File: src/rtl/rvfi_mem_latency_bounder.sv
// Multi-channel bounded-latency memory responder for el2_veer harnesses.
// Each channel accepts one request, stalls 0..MAX_WAIT cycles, then returns rand_data.
module rvfi_mem_latency_bounder #(
    parameter int NCH      = 2,
    parameter int DATA_W   = 64,
    parameter int MAX_WAIT = 4,
    parameter int CNT_W    = (MAX_WAIT > 0) ? $clog2(MAX_WAIT + 1) : 1
) (
    input  logic                  clk,
    input  logic                  rst_l,
    input  logic [NCH-1:0]        req_valid,
    output logic [NCH-1:0]        req_ready,
    input  logic [NCH-1:0]        rand_stall,
    input  logic [NCH*DATA_W-1:0] rand_data,
    output logic [NCH-1:0]        rsp_valid,
    output logic [NCH*DATA_W-1:0] rsp_data,
    input  logic [NCH-1:0]        rsp_ready,
    input  logic                  flush,
    output logic [NCH*CNT_W-1:0]  wait_cnt,
    output logic [NCH-1:0]        bound_hit
);

    // state   | meaning
    // IDLE    | ready to accept a request
    // WAIT    | request held, inserting random stalls (cnt counts them)
    // RESP    | response presented, waiting for rsp_ready
    typedef enum logic [1:0] {ST_IDLE, ST_WAIT, ST_RESP} state_t;

    localparam logic [CNT_W-1:0] CNT_MAX = CNT_W'(MAX_WAIT);

    for (genvar i = 0; i < NCH; i++) begin : g_ch
        state_t             state, state_nxt;
        logic [CNT_W-1:0]   cnt, cnt_nxt;
        logic [DATA_W-1:0]  data, data_nxt;
        logic               hit, hit_nxt;

        always_ff @(posedge clk or negedge rst_l) begin
            if (!rst_l) begin
                state <= ST_IDLE;
                cnt   <= '0;
                data  <= '0;
                hit   <= 1'b0;
            end else begin
                state <= state_nxt;
                cnt   <= cnt_nxt;
                data  <= data_nxt;
                hit   <= hit_nxt;
            end
        end

        always_comb begin
            state_nxt = state;
            cnt_nxt   = cnt;
            data_nxt  = data;
            hit_nxt   = hit;
            // flush wins over everything but leaves the sticky hit flag alone
            if (flush) begin
                state_nxt = ST_IDLE;
                cnt_nxt   = '0;
            end else begin
                case (state)
                    ST_IDLE: begin
                        if (req_valid[i]) begin
                            state_nxt = ST_WAIT;
                            cnt_nxt   = '0;
                        end
                    end
                    ST_WAIT: begin
                        if (rand_stall[i] && (cnt < CNT_MAX)) begin
                            cnt_nxt = cnt + 1'b1;
                        end else begin
                            state_nxt = ST_RESP;
                            cnt_nxt   = '0;
                            data_nxt  = rand_data[i*DATA_W +: DATA_W];
                            if (rand_stall[i]) hit_nxt = 1'b1;
                        end
                    end
                    ST_RESP: begin
                        if (rsp_ready[i]) begin
                            state_nxt = ST_IDLE;
                            cnt_nxt   = '0;
                        end
                    end
                    default: begin
                        state_nxt = ST_IDLE;
                        cnt_nxt   = '0;
                    end
                endcase
            end
        end

        assign req_ready[i]                    = (state == ST_IDLE) && !flush;
        assign rsp_valid[i]                    = (state == ST_RESP);
        assign rsp_data[i*DATA_W +: DATA_W]    = data;
        assign wait_cnt[i*CNT_W +: CNT_W]      = cnt;
        assign bound_hit[i]                    = hit;
    end

endmodule
File: config.mk
export PLATFORM = sky130hd
export DESIGN_NAME = rvfi_mem_latency_bounder
export DESIGN_NICKNAME = d
export VERILOG_FILES = /design/src/rtl/rvfi_mem_latency_bounder.sv
export SDC_FILE = /design/constraint.sdc
export NUM_CORES = 1
export LEC_CHECK = 0
export CAP_MARGIN = 20
export CORE_MARGIN = 4
export CORE_UTILIZATION = 37
export DETAILED_ROUTE_END_ITERATION = 10
export MAX_ROUTING_LAYER = met4
export PLACE_DENSITY = 0.77
export SYNTH_ARGS = -nofsm -noshare
export SYNTH_HDL_FRONTEND = slang
export SYNTH_SLANG_ARGS = --single-unit
File: constraint.sdc
create_clock -name clk -period 1.3 [get_ports clk]
set_input_delay 0.26 -clock clk [delete_from_list [all_inputs] [get_ports clk]]
set_output_delay 0.26 -clock clk [all_outputs]
set_load 0.005 [all_outputs]
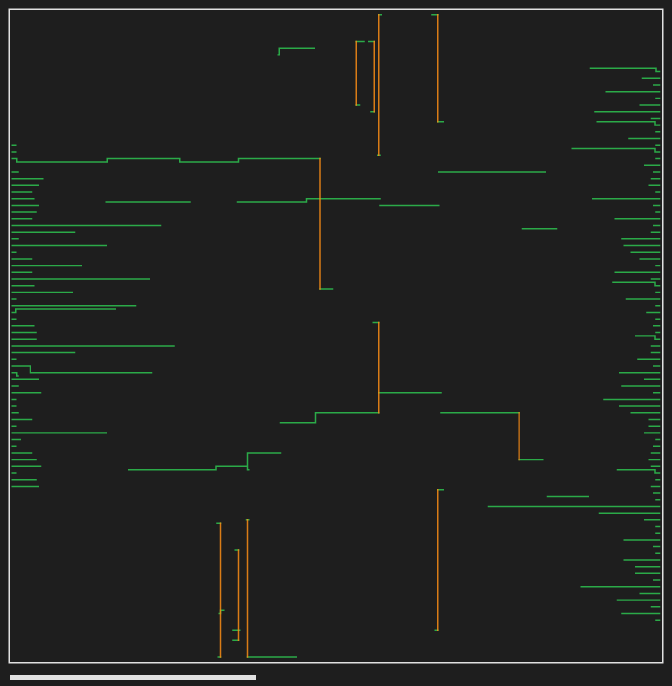
**Above:** signal wires by layer.
Bar = 50 um. Only two layers are drawn.
Key: met4 = orange [wire length 234 um]; met3 = green [wire length 1050 um]

==> summary.txt <==
impl run done, here's what came out: status=finished, violations left, violated checks=setup timing, pin count of the biggest net entering global routing=46, placed cell area=0.00889 mm2, sequential share of cell area=roughly 36%, Pre-Place Util=37.8%, RSZ-0062 raised after global routing=yes, cts repair resizes=353, clkbuf count=20, Worst-Margin Slew=394 ps, Logic pwr share=31.9%, IR Drop Worst-Case VDD=approximately 1300 uV, CTS tree=built, Int Pwr=12400 uW, Syn Nets=458, Yosys reg bits=140, EDFF count, synth=0, CP Max Fanout=33, ys cells=319, I/O pin count=277, P_seq=6380 uW, Flops=140, Cell variety after synth=20, R2R setup slack=-190 ps, yosys xor share=0%, Warnings, synthesis=0, largest family of logic cells by area=multiplexers, # clock sinks=140, comb pwr=5290 uW, Mapped Cells=about 320, vias in the first global route=4694, Final Max Tran Viols=0, met1 WL=~6400 um, Synth top cell by count=dfrtp_1, post-DP HPWL=11700 um, Nets=between 800 and 900, crit-path leading delay family=flip-flops, Worst Setup SP=g_ch[1].state[0], setup TNS=-20630 ps, Power Density=1710 mW/mm2, setup slack after placement=-637 ps, Final period util=115%, Antenna Violating Nets Remaining=0, Top cells by area=dfrtp_1 (61%), mux2_4 (26%), mux2_2 (6.3%), fill cell count=~1100, Logic cell area=0.00217 mm2, Largest stage delay, worst path=420 ps, synthesized chip area reported by yosys=0.00574 mm2, max cap viols=0, Setup crit end=g_ch[1].data[63], share of layout cells above drive strength 1=~54%, final hold violations=0, Rel. slew slack=around three quarters, # rows=45, Tool Warnings=29, n_taps=roughly 190, critical path class=flop to flop, met3 Use GR=between 6 and 7%, worst hold path type=primary input to asynchronous set/reset pin, Flop area=0.00351 mm2, AO/OA Area Share=1.83%, part of the power in registers=38.5%, Core Area=around 0.015 mm2, fa+ha+maj area frac=less than 1%, DR iter-0 viols=107, WP data arrival=around 1800 ps, area fraction in mux cells=31.9%, fin area=about 0.0097 mm2, GPL Wtd Cong=0.758, Layout Skew=5.76 ps, final worst setup slack=-194 ps, combinational share of cell area=a little under a quarter, routed len/inst=around 19 um, Crit-path slowest cell=dfrtp_1, # port buffers=276, Clock group=4890 uW, placed cell count=~800, buffering overhead=32.4%, final critical path time including I/O delays and setup=approximately 1500 ps, top cells by count, synth=dfrtp_1 (140), mux2_4 (98), mux2_2 (32), initial antenna violation count=0, crit end category=flop, clk root buf=clkbuf_16, met3 wire len=1050 um, detailed-route via count=approximately 4200, R2R depth=4, syn_area_per_cell=18.0 um2, DRT Pass-1 Iters=4, cts bufs inserted=17, ant diodes=0, Max-area cell share=61.0%, first-pass GRT wire length=25800 um, Die Ht=between 100 and 150 um, CTS Hold Bufs=1, chip area=0.0176 mm2, clk_lat worst skew=400 ps, dominant kind of cell by area=flip-flops and latches, die width=133 um, sequential area share after synthesis=between 60 and 70%, CTS max path bufs=2, max reg flops=128, Clk pwr share=29.6%, all-layer global routing usage=slightly below 20%, met2 wire len=8930 um, top layer used by detailed routing=met4, reg2reg end=g_ch[1].data[63], CP cell instances=nor3b_4 > nand2_4 > buf_12 > mux2_2, area leader, netlist=dfrtp_1, CTS H-tree depth=4, most instantiated logic cells after routing=dfrtp_1 (138), clkdlybuf4s50_1 (134), mux2_4 (100), buf_4 (86), clkbuf_2 (76), Final setup viols=138, Via-to-Cell Ratio=between 4 and 5
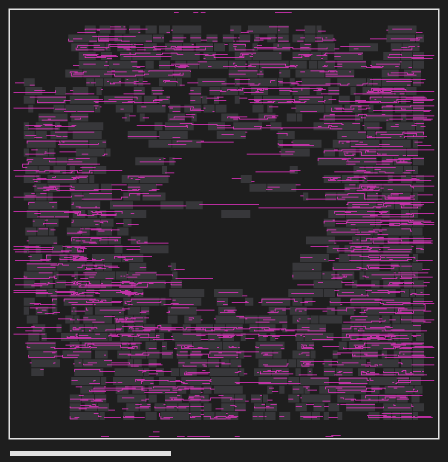
**Above:** signal wires on met1.
Bar = 50 um.
The layer carries 6430 um of wire. The layer holds 39% of the routed length.

Power and IR drop assume default switching activity.
